File: config.mk
export PLATFORM = sky130hd
export DESIGN_NAME = alu_arbiter
export DESIGN_NICKNAME = d
export VERILOG_FILES = /design/src/rtl/alu_arbiter.sv
export SDC_FILE = /design/constraint.sdc
export NUM_CORES = 1
export LEC_CHECK = 0
export ABC_AREA = 1
export CELL_PAD_IN_SITES_DETAIL_PLACEMENT = 0
export CELL_PAD_IN_SITES_GLOBAL_PLACEMENT = 1
export CORE_AREA = 2 2 112 114
export DETAILED_ROUTE_END_ITERATION = 8
export DIE_AREA = 0 0 114 116
export DONT_BUFFER_PORTS = 1
export PLACE_DENSITY = 0.65
export SYNTH_ARGS = -nofsm -noshare
export SYNTH_HDL_FRONTEND = slang
export SYNTH_SLANG_ARGS = --single-unit
export TNS_END_PERCENT = 30
File: constraint.sdc
create_clock -name I_clk -period 1.9 [get_ports I_clk]
set_clock_uncertainty 0.1 [all_clocks]
set_input_delay 0.475 -clock I_clk [delete_from_list [all_inputs] [get_ports I_clk]]
set_output_delay 0.475 -clock I_clk [all_outputs]
set_load 0.05 [all_outputs]
File: src/rtl/alu_arbiter.sv
// alu_arbiter: shares one ALU between the main pipeline (port 0) and the tag-check unit (port 1).
// Arbitration is fixed priority to port 0 unless ALU_ARB_FAIR_EN is defined (round-robin).
module alu_arbiter #(
  parameter int DATA_W = 32,
  parameter int OP_W   = 5
) (
  input  logic              I_clk,
  input  logic              I_reset_n,
  // Request channel 0 (main pipeline)
  input  logic              I_req0_valid,
  output logic              O_req0_ready,
  input  logic [DATA_W-1:0] I_req0_dataS1,
  input  logic [DATA_W-1:0] I_req0_dataS2,
  input  logic [OP_W-1:0]   I_req0_aluop,
  // Request channel 1 (security/tag-check unit)
  input  logic              I_req1_valid,
  output logic              O_req1_ready,
  input  logic [DATA_W-1:0] I_req1_dataS1,
  input  logic [DATA_W-1:0] I_req1_dataS2,
  input  logic [OP_W-1:0]   I_req1_aluop,
  // Response channels, shared data/flags
  output logic              O_rsp0_valid,
  input  logic              I_rsp0_ready,
  output logic              O_rsp1_valid,
  input  logic              I_rsp1_ready,
  output logic [DATA_W-1:0] O_rsp_data,
  output logic              O_rsp_lt,
  output logic              O_rsp_ltu,
  output logic              O_rsp_eq,
  // ALU side
  output logic              O_alu_en,
  output logic [DATA_W-1:0] O_alu_dataS1,
  output logic [DATA_W-1:0] O_alu_dataS2,
  output logic [OP_W-1:0]   O_alu_aluop,
  input  logic              I_alu_busy,
  input  logic [DATA_W-1:0] I_alu_data,
  input  logic              I_alu_lt,
  input  logic              I_alu_ltu,
  input  logic              I_alu_eq,
  // Debug view of the sequencing FSM
  output logic [1:0]        O_dbg_state
);

  // Handshakes: a transfer happens in a cycle where valid and ready are both 1 at the
  // rising edge; valid never waits on ready, and a held valid keeps its payload stable.

  typedef enum logic [1:0] {
    S_IDLE  = 2'd0,
    S_ISSUE = 2'd1,
    S_WAIT  = 2'd2,
    S_RESP  = 2'd3
  } state_t;

  state_t              state_q, state_d;
  logic [DATA_W-1:0]   s1_q, s2_q;
  logic [OP_W-1:0]     op_q;
  logic                owner_q;
  logic                grant0, grant1;
  logic                idle;

  assign idle = (state_q == S_IDLE);

`ifdef ALU_ARB_FAIR_EN
  logic ptr_q;

  always_comb begin
    grant0 = 1'b0;
    grant1 = 1'b0;
    if (idle) begin
      if (I_req0_valid && I_req1_valid) begin
        grant0 = ~ptr_q;
        grant1 = ptr_q;
      end else begin
        grant0 = I_req0_valid;
        grant1 = I_req1_valid;
      end
    end
  end

  // Pointer names the port preferred on the next contended grant.
  always_ff @(posedge I_clk or negedge I_reset_n) begin
    if (!I_reset_n) begin
      ptr_q <= 1'b0;
    end else if (grant0) begin
      ptr_q <= 1'b1;
    end else if (grant1) begin
      ptr_q <= 1'b0;
    end
  end
`else
  always_comb begin
    grant0 = idle & I_req0_valid;
    grant1 = idle & I_req1_valid & ~I_req0_valid;
  end
`endif

  always_ff @(posedge I_clk or negedge I_reset_n) begin
    if (!I_reset_n) begin
      s1_q    <= '0;
      s2_q    <= '0;
      op_q    <= '0;
      owner_q <= 1'b0;
    end else if (grant0) begin
      s1_q    <= I_req0_dataS1;
      s2_q    <= I_req0_dataS2;
      op_q    <= I_req0_aluop;
      owner_q <= 1'b0;
    end else if (grant1) begin
      s1_q    <= I_req1_dataS1;
      s2_q    <= I_req1_dataS2;
      op_q    <= I_req1_aluop;
      owner_q <= 1'b1;
    end
  end

  always_ff @(posedge I_clk or negedge I_reset_n) begin
    if (!I_reset_n) begin
      state_q <= S_IDLE;
    end else begin
      state_q <= state_d;
    end
  end

  always_comb begin
    state_d      = state_q;
    O_alu_en     = 1'b0;
    O_rsp0_valid = 1'b0;
    O_rsp1_valid = 1'b0;
    O_rsp_data   = '0;
    O_rsp_lt     = 1'b0;
    O_rsp_ltu    = 1'b0;
    O_rsp_eq     = 1'b0;
    unique case (state_q)
      S_IDLE: begin
        if (grant0 || grant1) state_d = S_ISSUE;
      end
      S_ISSUE: begin
        O_alu_en = 1'b1;
        state_d  = S_WAIT;
      end
      S_WAIT: begin
        // Enable must drop in the same cycle busy drops, or the ALU restarts the op.
        O_alu_en = I_alu_busy;
        if (!I_alu_busy) state_d = S_RESP;
      end
      S_RESP: begin
        O_rsp0_valid = ~owner_q;
        O_rsp1_valid = owner_q;
        O_rsp_data   = I_alu_data;
        O_rsp_lt     = I_alu_lt;
        O_rsp_ltu    = I_alu_ltu;
        O_rsp_eq     = I_alu_eq;
        if (owner_q ? I_rsp1_ready : I_rsp0_ready) state_d = S_IDLE;
      end
      default: state_d = S_IDLE;
    endcase
  end

  assign O_req0_ready = grant0;
  assign O_req1_ready = grant1;
  assign O_alu_dataS1 = s1_q;
  assign O_alu_dataS2 = s2_q;
  assign O_alu_aluop  = op_q;
  assign O_dbg_state  = state_q;

endmodule
==> run_1/final_placement.png <==
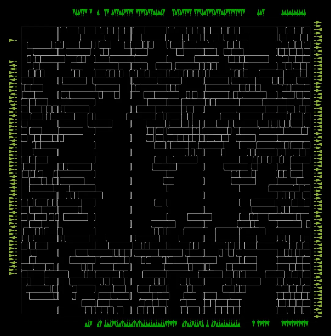
Tap Cells: 147
Seq area share: 33.7%
Layout Utilization: 45.0%
CORE AREA: 11900 sq um
number of fill cells in the layout: 1160

==> run_1/met2.png <==
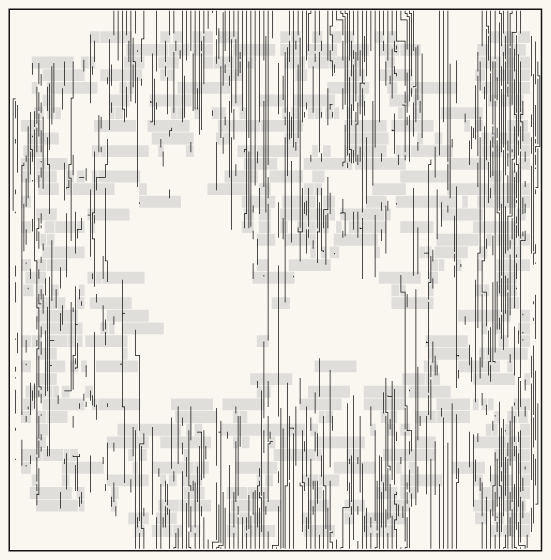
longest straight run = 53.9 microns
nets with wire on the layer = 557
wire length on this layer = 6900 microns
GR Layer Usage met2: 35.0%
vias post-DR: 3377
WL final: 13000 microns

==> reports/qor.yml, run 1 <==
grt:
  grt_pass1_wl_microns: 19200
  grt_pass1_vias: 3466
  grt_use_met1_pct: 21.2
  grt_max_degree: 73
sta:
  whs_ps: -266
  layout_min_cycle_time_ps: 2070
  worst_slack_ps: -171
  slew_viol_final: 0
  finalHoldViolCount: 72
  setup_violations: 39
  fmax_mhz: 483
  tns_ps: -5610
  slew_headroom_pct: 64.3
placed_design:
  pre_cts_slack_ps: 133
  dpl.hpwl_microns: 9670
  place.gp.congestion: 0.731
route:
  routed.top_layer: "met4"
  met1_length_microns: 4890
  ant_nets: 0
  routed-wl-met2_microns: 6900
  routed_via_density: 5.21
synthesis:
  synth_area_sq_um: 4440
  ff_type: "dfrtp_1"
  top_cell_area_share_pct: 40.6
  ys_cells: 495
  synth_flops: 72
  edf_count: 0
run_status:
  status: "finished with violations"
  violations: "hold timing, setup timing"
pwr:
  clkPwrFrac_pct: 15.2
  peakVddDrop_v: 0.000839
  powerDensity_nw_per_um2: 2220
  switchingPower_w: 0.00679
  internal_power_w: 0.00508
  pg_seq_w: 0.00546
  fin_total_pwr_w: 0.0119
  switching_share_pct: 57.2
setup_path:
  max_stage_delay_ps: 450
  r2r.worst_path.cells: 7
  crit_path_end: "O_rsp_data[28]"
  worstSetupEndpointType: "primary output"
  rr_startpoint: "O_dbg_state[0]"
  cp_cell_sequence: "ha_4, buf_16, nand2_2, clkinvlp_4"
  slowest_stage: "dfrtp_2"
final_layout:
  non_clock_buffer_count: 30
  clk_share_pct: 5.89
  antennaDiodeCount: 0
  flop-count: 72
  n_clock_buffer: 13
  top_area_cell_class: "logic gates"
  comb_area_share_pct: 43.9
  multiInputGateArea_sq_um: 2350
  instances_no_fill: 648
die:
  die_h_microns: 116
  fp_util_pct: 37.3
  rows: 40
clock_network:
  clk_path_buf_depth: 2
  cts_buffers: 9
  cts_tree: "done"
  cts_root_buffer: "clkbuf_16"
flow_run:
  maxCapViolations: 0
==> run_1/port_nets.png <==
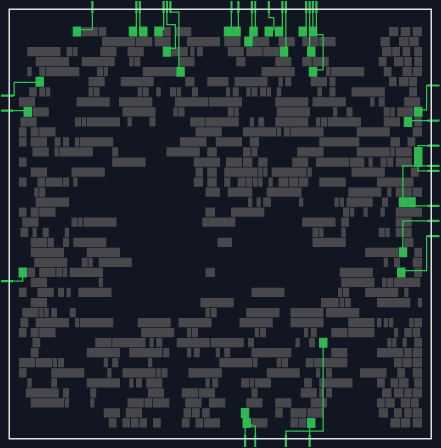
green -> `I_req0_dataS2`  # bits 32, direction input, end cells 32, buffers 0, wire 307 microns
Port Buf Inserts: 0
Top-Level Pins: 291

[run 1: worst max-delay path: cells and delay by family (launching register included)]
family	cells	cell delay [ps]
fa+ha+maj	1	200
simple gates	1	90
flops	1	450
buf+inv	2	420
[run 1: state kept, by name, summed over array words and instances, names as in the netlist]
signal and cells:
O_alu_dataS2 32, O_alu_dataS1 32, O_dbg_state 2, owner_q 1
O_alu_aluop 5
[run 1: cell families (layout without fill, tap and decap cells)]
kind of cell | count (synthesis) | in the layout | synth area share (%)
AND-OR/OR-AND | 71 | 71 | 19.7
adder cells (fa/ha/maj) | 5 | 5 | 1.41
buffers and inverters | 84 | 90 | 9.50
flip-flops | 72 | 72 | 40.6
AND/OR/NAND/NOR | 263 | 263 | 28.8
==> run 2, diff against run 1 <==
--- a/config.mk
+++ b/config.mk
@@ -9,9 +9,9 @@
 export CELL_PAD_IN_SITES_DETAIL_PLACEMENT = 0
 export CELL_PAD_IN_SITES_GLOBAL_PLACEMENT = 1
-export CORE_AREA = 2 2 112 114
+export CORE_UTILIZATION = 35
+export CTS_CLUSTER_SIZE = 16
 export DETAILED_ROUTE_END_ITERATION = 8
-export DIE_AREA = 0 0 114 116
 export DONT_BUFFER_PORTS = 1
-export PLACE_DENSITY = 0.65
+export PLACE_DENSITY = 0.62
 export SYNTH_ARGS = -nofsm -noshare
 export SYNTH_HDL_FRONTEND = slang
==> constraint.sdc (replaced) <==
create_clock -name I_clk -period 1.9 [get_ports I_clk]
set_clock_uncertainty 0.1 [all_clocks]
set_input_delay 0.19 -clock I_clk [delete_from_list [all_inputs] [get_ports I_clk]]
set_output_delay 0.19 -clock I_clk [all_outputs]
set_load 0.05 [all_outputs]
==> run_2/cell_classes.png <==
Fill, decap, tap and diode cells in grey.
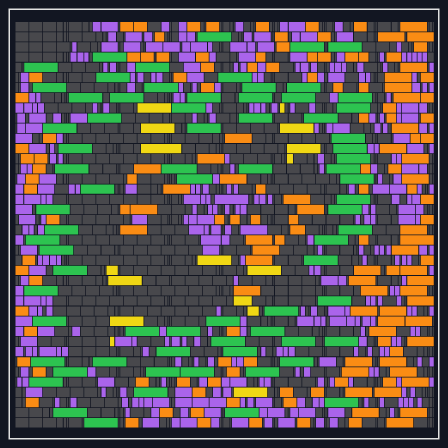
yellow -> clock drivers and dummy loads  # cells 16
green -> flip-flops  # cells 72
purple -> all other logic  # cells 383
orange -> other buffers and delay cells  # cells 147

==> run_2/met3.png <==
Scale bar: 20 microns.
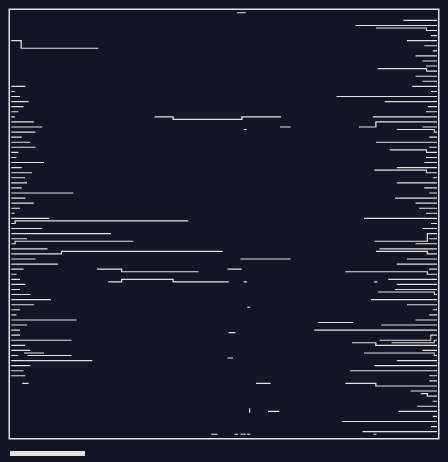
wire length on this layer = 1420 microns
share of all routed wire = 10%
nets with wire on the layer = 153
longest straight run = 46.2 microns
vias post-DR: 3892
M3 GR Usage: 8.15%
WL final: 14300 microns

==> run_2/port_nets.png <==
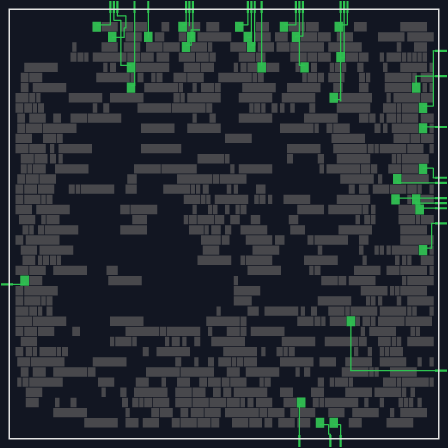
green -> `I_req0_dataS2`  # bits 32, direction input, end cells 32, buffers 1, wire 348 microns

==> run 2 against run 1 <==
Against the previous run:
- the flow finishes with violations (hold timing)
- clock power down 6%
- highest routed layer unchanged
- design area up 24%
- sequential cell count unchanged
- sequential share of layout area down 6.5 points
- worst hold slack worse by 290 ps
- clock-buffer cell count down 1
- sequential power about the same
- global-route usage up 1.8 points
- critical endpoint is now O_rsp_data[21]
- area after synthesis unchanged
- critical path depth up 2
==> reports/qor.yml, run 2 <==
placed_design:
  place_area_sq_um: 5420
  pre_cts_slack_ps: 85.6
  dpl.cell_count: 680
  port_buffers: 0
  place.gp.congestion: 0.780
  dpl.hpwl_microns: 10100
pwr:
  peakVddDrop_v: 0.000735
  p_clk_w: 0.00170
  clkPwrFrac_pct: 13.5
  pg_seq_w: 0.00544
  powerDensity_nw_per_um2: 1890
  fin_total_pwr_w: 0.0126
  comb-power_w: 0.00544
  leakage_nw: 3.04
  seqPwrFrac_pct: 43.2
  power_frac_comb_pct: 43.2
  power-top-group: "registers"
  internal_power_w: 0.00569
  switching_share_pct: 54.8
  switchingPower_w: 0.00689
setup_path:
  crit_type: "reg2out"
  rr_startpoint: "O_dbg_state[0]"
  crit_start: "O_dbg_state[0]"
  crit_path_end: "O_rsp_data[21]"
  r2r.worst_path.cells: 9
  crit_fanout: 17
  worstSetupEndpointType: "primary output"
  crit_arrival_ps: 1570
  r2r_slack_ps: 110
  critPathRequiredTime_ps: 1610
  start_kind: "flop"
  r2r_end: "O_alu_dataS1[4]"
final_layout:
  antennaDiodeCount: 0
  area_delta_synth_final_pct: 49.7
  instances_no_fill: 786
  nNetsFinal: 798
  lay_top_count: "nand2_1"
  lay_top_cells: "nand2_1 (114), nand3_1 (73), dlygate4sd3_1 (72), dfrtp_1 (70)"
  drive_gt1_share_pct: 33.3
  fin_util_pct: 54.4
  fin_area_sq_um: 6650
synthesis:
  synth.distinct_cells: 21
  ys_seq_share_pct: 40.6
  synth.avg_cell_area_sq_um: 8.97
  ff_type: "dfrtp_1"
  topCellsByArea: "dfrtp_1 (41%), o211ai_2 (19%), or2_1 (9.7%)"
  netlist.top_cell.by_area: "dfrtp_1"
  compound_area_share_pct: 19.7
  ys_cells: 495
  synth_flops: 72
  mux_share_pct: 0
  synth.cellmix.simpleShare_pct: 28.8
  synthXorXnorAreaFrac_pct: 0
  postSynthCellCount: 495
  netlist_logic_family_top: "simple AND/OR/NAND/NOR gates"
  synth_area_sq_um: 4440
  yosysWarnings: 0
  top_cell: "nand2_1"
  ys_async_sr_fraction_pct: 100
  common_cells: "nand2_1 (114), nand3_1 (73), dfrtp_1 (72)"
  top_cell_area_share_pct: 40.6
  edf_count: 0
  syn_nets: 680
  fa_ha_area_share_pct: 1.41
  yosys_area_sq_um: 4440
clock_network:
  clock_latency_ps: 330
  cts_htree_levels: 3
  cts_root_buffer: "clkbuf_16"
  clk_path_buf_depth: 2
  clk_pin_slew_ps: 60
  cts_buffers: 9
  cts_resized: 3
  cts_hold_buffers: 72
  cts_tree: "done"
  postCtsSetupBuffers: 1
  cts_sinks: 72
sta:
  worst_slack_ps: 42.7
  rsz0062_at_grt: "true"
  setup_violations: 0
  period_used_pct: 97.8
  tns_ps: 0
  whs_ps: -552
  tightest_slew_ps: 557
  finalHoldViolCount: 72
  layout_min_cycle_time_ps: 1860
  slew_viol_final: 0
  fmax_mhz: 538
  slew_headroom_pct: 62.8
route:
  routed-wl-met2_microns: 7600
  wire_per_inst_microns: 18.2
  drt_iter0_markers: 174
  routed.top_layer: "met4"
  ant_nets: 0
  routed_via_density: 4.95
  drt_pass1_iterations: 4
  drc_errors: 0
  met1_length_microns: 4960
  wl_met3_microns: 1420
grt:
  antenna_found_initial: 0
  grt_use_met1_pct: 21.2
  grt_pass1_wl_microns: 20800
  track_usage_pct: 21.0
  overflow: 0
  grt_max_degree: 73
  use_met2_pct: 38.6
  grt_pass1_vias: 3853
  busiest_layer: "met2"
die:
  die_h_microns: 115
  fp.coreArea_sq_um: 12200
  die_w_microns: 115
  rows: 40
  die_area_sq_um: 13100
  fp_util_pct: 36.4
  pin_count: 291
flow_run:
  warning_count: 34
  maxCapViolations: 0
hold_path:
  hold_path.class: "in2async"
run_status:
  violations: "hold timing"
  status: "finished with violations"
[run 2: cell counts after synthesis]
No cell type changed its count.
[run 2: cells by family (layout without fill, tap and decap cells)]
family	count (synthesis)	in the layout
AND/OR/NAND/NOR	263	263
buffers and inverters	84	207
flip-flops	72	72
AND-OR/OR-AND	71	71
adder cells (fa/ha/maj)	5	5
[run 2: worst max-delay path: stages (launching register included)]
cell and delay, ps:
dfrtp_2 430, buf_12 160, ha_4 190, clkbuf_16 180, nand2_1 90, inv_2 50
buf_12 140
[run 2: area by class of cell]
cell class                 count  area (sq um)
clock buffer                  12           246
clock inverter                 4          52.6
fill                        1077          5570
inverter                      44           170
multi-input combinational    339          2240
sequential                    72          1800
tap                          168           210
timing repair buffer         147          1920
==> run 3, diff against run 2 <==
Settings changed: CORE_UTILIZATION 35 to 27, HOLD_SLACK_MARGIN from default to 0.03, PLACE_DENSITY 0.62 to 0.49, SETUP_SLACK_MARGIN from default to 0.2.
==> run_3/final_placement.png <==
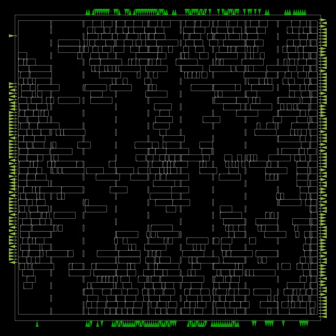
CORE AREA: 15900 sq um
Tap Cells: 216
Layout Utilization: 43.9%
number of fill cells in the layout: 1502

==> run_3/port_nets.png <==
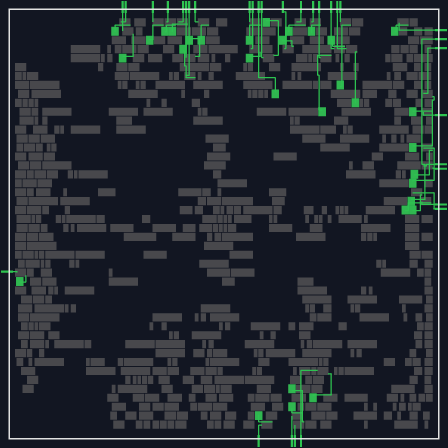
green -> `I_req0_dataS2`  # bits 32, direction input, end cells 32, buffers 30, wire 650 microns

==> run_3/met3.png <==
Scale bar: 50 microns.
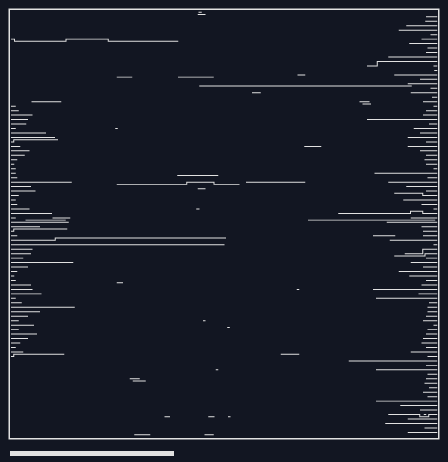
share of all routed wire = 9.0%
main direction = horizontal
wire length on this layer = 1440 microns
WL final: 15900 microns
M3 GR Usage: 5.74%
vias post-DR: 4071

==> run 3 against run 2 <==
Against the previous run:
- the flow still finishes with violations (hold timing)
- non-clock buffer count rose by 27
- sequential power barely moved
- sequential share of layout area fell by 1.4 points
- clock power fell by 6%
- critical path depth fell by 2
- die size rose by 29%
- global-route usage fell by 2.7 points
- routed wire length rose by 11%
- total power fell by 1.7%
- first-iteration DRC count fell by 1.7%
- clock-buffer cell count rose by 2
- worst hold slack improved by 2.8 ps
==> reports/qor.yml, run 3 <==
run_status:
  status: "finished with violations"
  violations: "hold timing"
synthesis:
  top_cell_area_share_pct: 40.6
  synth.cellmix.simpleShare_pct: 28.8
  ys_async_sr_fraction_pct: 100
  fa_ha_area_share_pct: 1.41
  common_cells: "nand2_1 (114), nand3_1 (73), dfrtp_1 (72)"
  mux_share_pct: 0
  topCellsByArea: "dfrtp_1 (41%), o211ai_2 (19%), or2_1 (9.7%)"
  yosysWarnings: 0
  postSynthCellCount: 495
  syn_nets: 680
  ff_type: "dfrtp_1"
  synth.avg_cell_area_sq_um: 8.97
  netlist.top_cell.by_area: "dfrtp_1"
  netlist_logic_family_top: "simple AND/OR/NAND/NOR gates"
  compound_area_share_pct: 19.7
grt:
  overflow: 0
  busiest_layer: "met2"
  track_usage_pct: 18.3
  grt_pass1_wl_microns: 22800
  grt_use_met1_pct: 18.6
  antenna_found_initial: 0
pwr:
  peakVddDrop_v: 0.000659
  comb-power_w: 0.00535
  internal_power_w: 0.00536
  switchingPower_w: 0.00701
  p_clk_w: 0.00160
  power_frac_comb_pct: 43.2
  clkPwrFrac_pct: 12.9
  switching_share_pct: 56.7
  fin_total_pwr_w: 0.0124
  leakage_nw: 2.89
  pg_seq_w: 0.00543
  powerDensity_nw_per_um2: 1770
  power-top-group: "registers"
route:
  wl_met3_microns: 1440
  drt_iter0_markers: 171
  met1_length_microns: 5630
  ant_nets: 0
  drc_errors: 0
  routed.top_layer: "met4"
  drt_pass1_iterations: 4
  routed-wl-met2_microns: 8290
  routed_via_density: 4.74
sta:
  tightest_slew_ps: 525
  rsz0062_at_grt: "true"
  finalHoldViolCount: 72
  slew_viol_final: 0
  setup_violations: 0
  tns_ps: 0
  slew_headroom_pct: 65.0
  whs_ps: -550
  worst_slack_ps: 106
clock_network:
  clock_latency_ps: 330
  postCtsSetupBuffers: 9
  cts_root_buffer: "clkbuf_16"
  cts_htree_levels: 3
  cts_resized: 61
  cts_hold_buffers: 136
  cts_buffers: 9
  clk_pin_slew_ps: 50
  cts_sinks: 72
  clk_path_buf_depth: 2
final_layout:
  lay_top_cells: "dlygate4sd3_1 (136), nand2_1 (82), nand3_1 (71), dfrtp_1 (70)"
  seq_share_pct: 25.8
  multiInputGateArea_sq_um: 2380
  nNetsFinal: 825
  n_clock_buffer: 14
  top_area_cell_class: "logic gates"
  fin_area_sq_um: 7000
  nonClkBufAreaFrac_pct: 28.1
  area_delta_synth_final_pct: 57.7
  drive_gt1_share_pct: 30.8
  nMultiInputCombCells: 339
  comb_area_share_pct: 34.0
  lay_top_count: "dlygate4sd3_1"
die:
  die_h_microns: 130
  die_area_sq_um: 17000
  die_w_microns: 130
  pin_count: 291
  rows: 46
hold_path:
  hold_path.class: "in2async"
setup_path:
  crit_fanout: 19
  start_kind: "flop"
  critPathRequiredTime_ps: 1610
  crit_arrival_ps: 1500
  worstSetupEndpointType: "primary output"
placed_design:
  place_area_sq_um: 4980
  dpl.hpwl_microns: 10100
  pre_cts_slack_ps: 24.4
flow_run:
  maxCapViolations: 0
## run 3: path summary, 6_finish.rpt
check                           slack (ps)  depth (start not counted)               end               from
worst min register to register         410                          2   O_alu_dataS1[4]    O_alu_dataS1[4]
worst max register to register         140                          9    O_dbg_state[0]     O_dbg_state[1]
min in group I_clk                      60                          3  O_alu_dataS2[22]  I_req0_dataS2[22]
max in group asynchronous             2130                          0  O_alu_dataS2[14]          I_reset_n
worst min-delay path                  -550                          0    O_alu_aluop[4]          I_reset_n
worst max-delay path                   110                          4    O_rsp_data[23]     O_dbg_state[1]
## run 3: worst max-delay path, stage by stage, from the launching register on
cell,delay (ps)
dfrtp_2,460
ha_4,210
buf_12,160
nand2_2,90
clkinvlp_4,240
Power is estimated from default activity; no workload was simulated.
